==> images/cell_density.png <==
The die is cut into 19 by 19 equal tiles; black is low, pale yellow is high, 0 to 100% covered.
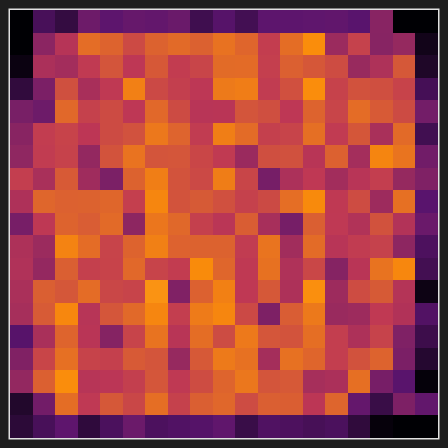
==> images/flops_by_reg.png <==
The bar under the picture is 50 um long. Other sequential cells in the stronger grey, the rest of the logic in the fainter grey.
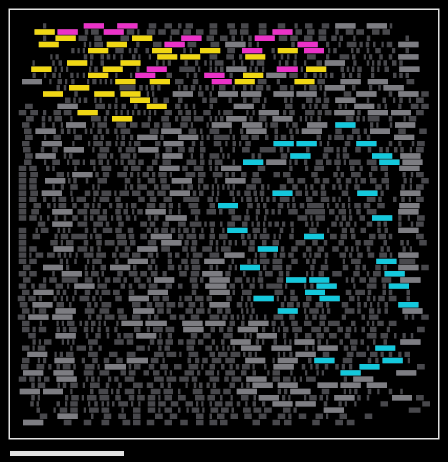
==> images/wires.png <==
The bar under the picture is 50 um long. Only two layers are drawn.
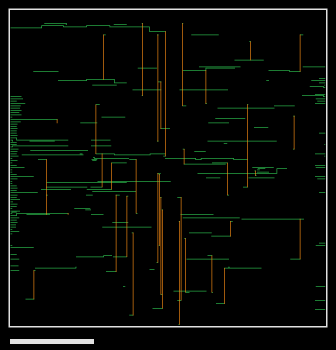
==> images/placement_by_type.png <==
The bar under the picture is 50 um long. Fill, decap, tap and diode cells in grey.
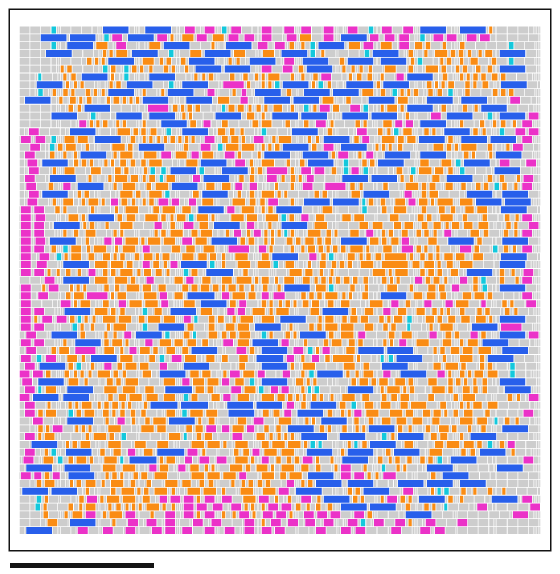
## src/rtl/clock_node_freq_sequencer_if.sv

```systemverilog
// Divider handshake bundle between the frequency sequencer and the clock divider.
// The sequencer drives a divide ratio with a load strobe. The divider answers
// with an acknowledge once it has taken the ratio.
interface clock_node_freq_sequencer_if;
   logic [15:0] div_value;
   logic        div_load;
   logic        div_ack;

   modport master (
      output div_value,
      output div_load,
      input  div_ack
   );

   modport slave (
      input  div_value,
      input  div_load,
      output div_ack
   );
endinterface

```

## src/rtl/clock_node_freq_sequencer.sv

```systemverilog
// Clock node frequency sequencer.
// A new override target is validated against the min/max/parent limits.
// The divide ratio parent/target is then found with a 32-step restoring divider.
// The ratio is handed to the clock divider over a load/ack handshake, followed by
// a programmable settle time. After that, the new frequency is reported as applied.
module clock_node_freq_sequencer (
   input  logic                              clock,
   input  logic                              async_resetn,
   input  logic [31:0]                       node_setting,
   input  logic [31:0]                       node_frequency_override,
   input  logic [31:0]                       node_minfrequency,
   input  logic [31:0]                       node_maxfrequency,
   input  logic [31:0]                       parent_frequency,
   clock_node_freq_sequencer_if.master       div_bus,
   output logic [31:0]                       node_frequency,
   output logic [31:0]                       node_frequency_setting,
   output logic                              busy,
   output logic                              error
);

   localparam logic [2:0] ST_IDLE   = 3'd0;
   localparam logic [2:0] ST_CHECK  = 3'd1;
   localparam logic [2:0] ST_DIVIDE = 3'd2;
   localparam logic [2:0] ST_LOAD   = 3'd3;
   localparam logic [2:0] ST_SETTLE = 3'd4;

   logic [2:0]  state_reg;
   logic [31:0] target_reg;
   logic [31:0] last_override_reg;
   logic [31:0] dividend_reg;
   logic [31:0] rem_reg;
   logic [31:0] quot_reg;
   logic [4:0]  bit_cnt_reg;
   logic [7:0]  settle_cnt_reg;
   logic [15:0] div_value_reg;
   logic        div_load_reg;
   logic [31:0] node_frequency_reg;
   logic [31:0] node_frequency_setting_reg;
   logic        error_reg;

   logic [32:0] rem_shift;
   logic [32:0] rem_diff;
   logic        quot_bit;
   logic [31:0] rem_next;
   logic [31:0] quot_next;
   logic        reject;

   // Only the enable bit and the settle count of node_setting carry meaning.
   logic        unused_setting_bits;
   assign unused_setting_bits = ^{node_setting[31:16], node_setting[7:1]};

   assign reject = (target_reg == 32'd0)
                || (target_reg < node_minfrequency)
                || (target_reg > node_maxfrequency)
                || (target_reg > parent_frequency);

   // One restoring-division step: bring in the next dividend bit, then subtract if it fits.
   always_comb begin
      rem_shift = {rem_reg, dividend_reg[31]};
      rem_diff  = rem_shift - {1'b0, target_reg};
      // No borrow out of bit 32 means the shifted remainder was >= the divisor.
      quot_bit  = ~rem_diff[32];
      rem_next  = quot_bit ? rem_diff[31:0] : rem_shift[31:0];
      quot_next = {quot_reg[30:0], quot_bit};
   end

   // Sequencer FSM with its divider and settle datapath.
   always_ff @(posedge clock or negedge async_resetn) begin
      if (!async_resetn) begin
         state_reg                  <= ST_IDLE;
         target_reg                 <= 32'd0;
         last_override_reg          <= 32'd0;
         dividend_reg               <= 32'd0;
         rem_reg                    <= 32'd0;
         quot_reg                   <= 32'd0;
         bit_cnt_reg                <= 5'd0;
         settle_cnt_reg             <= 8'd0;
         div_value_reg              <= 16'd1;
         div_load_reg               <= 1'b0;
         node_frequency_reg         <= 32'd0;
         node_frequency_setting_reg <= 32'd0;
         error_reg                  <= 1'b0;
      end else begin
         case (state_reg)
            ST_IDLE: begin
               // The override is compared only while idle.
               // The most recent value therefore wins over any values seen while busy.
               if (node_setting[0] && (node_frequency_override != last_override_reg)) begin
                  target_reg        <= node_frequency_override;
                  last_override_reg <= node_frequency_override;
                  state_reg         <= ST_CHECK;
               end
            end
            ST_CHECK: begin
               if (reject) begin
                  error_reg <= 1'b1;
                  state_reg <= ST_IDLE;
               end else begin
                  node_frequency_setting_reg <= target_reg;
                  dividend_reg               <= parent_frequency;
                  rem_reg                    <= 32'd0;
                  quot_reg                   <= 32'd0;
                  bit_cnt_reg                <= 5'd0;
                  state_reg                  <= ST_DIVIDE;
               end
            end
            ST_DIVIDE: begin
               rem_reg      <= rem_next;
               quot_reg     <= quot_next;
               dividend_reg <= {dividend_reg[30:0], 1'b0};
               bit_cnt_reg  <= bit_cnt_reg + 5'd1;
               // The last step decides on the freshly completed quotient.
               if (bit_cnt_reg == 5'd31) begin
                  if (|quot_next[31:16]) begin
                     error_reg <= 1'b1;
                     state_reg <= ST_IDLE;
                  end else begin
                     div_value_reg <= quot_next[15:0];
                     div_load_reg  <= 1'b1;
                     state_reg     <= ST_LOAD;
                  end
               end
            end
            ST_LOAD: begin
               if (div_bus.div_ack) begin
                  div_load_reg   <= 1'b0;
                  settle_cnt_reg <= node_setting[15:8];
                  state_reg      <= ST_SETTLE;
               end
            end
            ST_SETTLE: begin
               // A count of 0 or 1 both spend exactly one cycle here.
               if (settle_cnt_reg <= 8'd1) begin
                  node_frequency_reg <= target_reg;
                  error_reg          <= 1'b0;
                  state_reg          <= ST_IDLE;
               end else begin
                  settle_cnt_reg <= settle_cnt_reg - 8'd1;
               end
            end
            default: state_reg <= ST_IDLE;
         endcase
      end
   end

   assign div_bus.div_value      = div_value_reg;
   assign div_bus.div_load       = div_load_reg;
   assign node_frequency         = node_frequency_reg;
   assign node_frequency_setting = node_frequency_setting_reg;
   assign busy                   = (state_reg != ST_IDLE);
   assign error                  = error_reg;

endmodule

```

## src/flat_wrapper.sv

```systemverilog
// flat-port wrapper written by rule: the top's interface ports become plain ports
module clock_node_freq_sequencer_flat 
  (clock, async_resetn, node_setting, node_frequency_override, node_minfrequency, node_maxfrequency, parent_frequency, node_frequency, node_frequency_setting, busy, error, div_bus_div_value, div_bus_div_load, div_bus_div_ack);
  clock_node_freq_sequencer_if div_bus_i ();
  input  logic clock;
  input  logic async_resetn;
  input  logic [31:0] node_setting;
  input  logic [31:0] node_frequency_override;
  input  logic [31:0] node_minfrequency;
  input  logic [31:0] node_maxfrequency;
  input  logic [31:0] parent_frequency;
  output logic [31:0] node_frequency;
  output logic [31:0] node_frequency_setting;
  output logic busy;
  output logic error;
  output wire logic [$bits(div_bus_i.div_value)-1:0] div_bus_div_value;
  output wire logic [$bits(div_bus_i.div_load)-1:0] div_bus_div_load;
  input wire logic [$bits(div_bus_i.div_ack)-1:0] div_bus_div_ack;
  assign div_bus_div_value = div_bus_i.div_value;
  assign div_bus_div_load = div_bus_i.div_load;
  assign div_bus_i.div_ack = div_bus_div_ack;
  clock_node_freq_sequencer u_core (.clock(clock), .async_resetn(async_resetn), .node_setting(node_setting), .node_frequency_override(node_frequency_override), .node_minfrequency(node_minfrequency), .node_maxfrequency(node_maxfrequency), .parent_frequency(parent_frequency), .div_bus(div_bus_i), .node_frequency(node_frequency), .node_frequency_setting(node_frequency_setting), .busy(busy), .error(error));
endmodule
```

## config.mk

```make
export PLATFORM = sky130hd
export DESIGN_NAME = clock_node_freq_sequencer_flat
export DESIGN_NICKNAME = d
export VERILOG_FILES = /design/src/rtl/clock_node_freq_sequencer_if.sv /design/src/rtl/clock_node_freq_sequencer.sv /design/src/flat_wrapper.sv
export SDC_FILE = /design/constraint.sdc
export NUM_CORES = 1
export LEC_CHECK = 0
export ABC_CLOCK_PERIOD_IN_PS = 3400
export CELL_PAD_IN_SITES_DETAIL_PLACEMENT = 1
export CELL_PAD_IN_SITES_GLOBAL_PLACEMENT = 1
export CORE_MARGIN = 3
export CORE_UTILIZATION = 42
export CTS_BUF_LIST = sky130_fd_sc_hd__clkbuf_2
export DETAILED_ROUTE_END_ITERATION = 16
export GPL_ROUTABILITY_DRIVEN = 0
export PLACE_DENSITY_LB_ADDON = 0.1
export SLEW_MARGIN = 20
export SYNTH_ARGS = -nofsm -noshare
export SYNTH_HDL_FRONTEND = slang
export SYNTH_SLANG_ARGS = --single-unit
```

## constraint.sdc

```tcl
create_clock -name clock -period 3.4 [get_ports clock]
set_clock_uncertainty 0.1 [all_clocks]
set_input_delay 1.02 -clock clock [delete_from_list [all_inputs] [get_ports clock]]
set_output_delay 1.02 -clock clock [all_outputs]
set_load 0.05 [all_outputs]
```

==> impl_metrics.ini <==
; physical design summary
[outcome]
status = finished clean

[yosys]
netlist-cell-type-count = 66
ys_sh_xor = 0.0385
ys_top_logic_family = simple AND/OR/NAND/NOR gates
syn_inst = 1513
async_reset_ff_frac = 1.00
ff_type = dfrtp_1
ys_warn_count = 0
muxShareOfSynthArea = 0.0837

[sta]
period_used_share = 0.969
fin_ws_ns = 0.107
hold_ws_ns = 0.381
slew_headroom = 0.335
tightestPinTransition_ns = 0.997
finalSetupTns_ns = 0
slew_violations = 0

[cells_and_area]
signal_buffers = 331
area.growth.synth_to_final_pct = 28.2
sh_seq_area = 0.317
clkbuf_count = 87
fin_util = 0.556
nonClockInverterCount = 137
lay_top_cells = clkdlybuf4s50_1 (218), dfrtp_1 (216), nand2_1 (214), inv_1 (136), ha_1 (129)
n_antenna_cell = 3
buffer_area_frac = 0.177
ff_count = 225
final_area_sq_mm = 0.0178
layout-drive-gt1-share = 0.148
regArea_sq_mm = 0.00564
clock_area_frac = 0.0292
layout_top_cell = clkdlybuf4s50_1

[clocking]
postCtsHoldBufs = 1
clkSinkCount = 225
cts_buffers = 61
post-cts-setup-buffers = 0
cts_resized = 3
root_buffer = clkbuf_2
cts.clk_slew.worst_paths_ns = 0.09
cts_tree = built
clkLatencyLatePin_ns = 0.95

[critical_path]
crit_fanout = 28
worstRegToRegCells = 13
crit_type = input port to flip-flop
worstSetupEndpointType = flip-flop
critPathArrivalTime_ns = 3.96
crit_path_max_incr_delay_ns = 0.53
cp_slowest_cell = or4_4
start_kind = input port
critical-path-top-delay-family = simple AND/OR/NAND/NOR gates
crit_path_end = u_core.dividend_reg[19]
rrSetupSlack_ns = 0.14

[grt]
grt_first_pass_wirelength_um = 70700
antenna_found_initial = 7
first_global_vias = 13100
grt_overflow = 0

[min_path]
min-delay-start = u_core.node_frequency_setting[24]
hold_end = u_core.node_frequency_setting[24]
hold_class = flip-flop to flip-flop
whs_path_depth = 2

[die]
die_x_um = 188
die_y_um = 188
taps = 435
boundaryPins = 246
die_area_sq_mm = 0.0353
fp_util = 0.433

[placement]
dp_cells = 2205
io_buffer_count = 222
place_ws_ns = -0.883
post_dp_cell_area_sq_mm = 0.0172
dpl.hpwl_um = 34900

[flow_run]
maxCapViolCount = 0

[detailed_routing]
vias = 12400
drcViolationCount = 0

[power_and_ir_drop]
power_w = 0.0153
p_per_area_mw_per_mm2 = 860
Notes on cell_density.png above:
- emptiest ninth of the die: bottom right
- fullest tile: 77%
- nearly empty tiles: 2.2%

Notes on flops_by_reg.png above:
- cyan: u_core.rem_reg (sequential cells 32)
- yellow: u_core.quot_reg (sequential cells 31)
- magenta: u_core.div_bus.div_value (sequential cells 16)
- not coloured: 146

Notes on wires.png above:
- green: metal 3 (wire length 1,990 um)
- orange: metal 4 (wire length 1,160 um)

Notes on placement_by_type.png above:
- blue: flops (cells 225; share of their area 33%)
- cyan: clock drivers and dummy loads (cells 109; share of their area 3.0%)
- magenta: other buffers and delay cells (cells 331; share of their area 18%)
- orange: combinational and other logic (cells 1,223; share of their area 46%)

layer usage:
metal	vias up	GRT usage	routed length (um)
met5	-	0	55
met4	8	0.0909	1160
met3	80	0.0436	1990
met2	281	0.416	21800
met1	6054	0.334	20200
li1	5956	-	-
cells in the mapped netlist, types with 2 or more instances:
cell,instances,share of area
o41ai_1,4,0.0025
nand3_1,81,0.029
or4_1,3,0.0016
mux2i_1,61,0.044
xor2_1,8,0.0050
a21oi_1,74,0.027
o21ai_1,58,0.021
a31oi_1,10,0.0045
nand2b_1,10,0.0045
buf_4,8,0.0043
or3_1,4,0.0018
nor4_1,18,0.0081
nor2b_1,6,0.0027
xnor2_1,53,0.033
o21bai_1,8,0.0043
and3_1,3,0.0014
buf_6,8,0.0065
o2bb2ai_1,5,0.0032
a21o_1,17,0.0092
nor3_1,15,0.0054
o211a_1,2,0.0014
a211oi_1,3,0.0016
nor2_1,58,0.016
a211o_1,2,0.0013
a21boi_0,2,0.0011
a22o_1,2,0.0013
o31a_1,3,0.0019
buf_2,6,0.0022
dfrtp_1,224,0.40
and2_1,2,0.00090
nand4_1,31,0.014
a221oi_1,4,0.0025
o211ai_1,5,0.0027
buf_1,4,0.0011
ha_1,131,0.12
o21a_1,9,0.0049
mux2_2,49,0.040
nand2_1,215,0.058
o21ai_0,104,0.037
clkbuf_1,37,0.010
and4_1,2,0.0013
a22oi_1,3,0.0016
a211oi_2,2,0.0018
inv_1,137,0.037
power breakdown:
| part | total, W | switching, W | internal (W) |
|---|---|---|---|
| clock network | 0.00189 | 0.00120 | 0.000689 |
| registers | 0.00449 | 0.000863 | 0.00363 |
| logic | 0.00893 | 0.00526 | 0.00368 |
| total | 0.0153 | 0.00732 | 0.00799 |
Power and IR drop assume default switching activity.
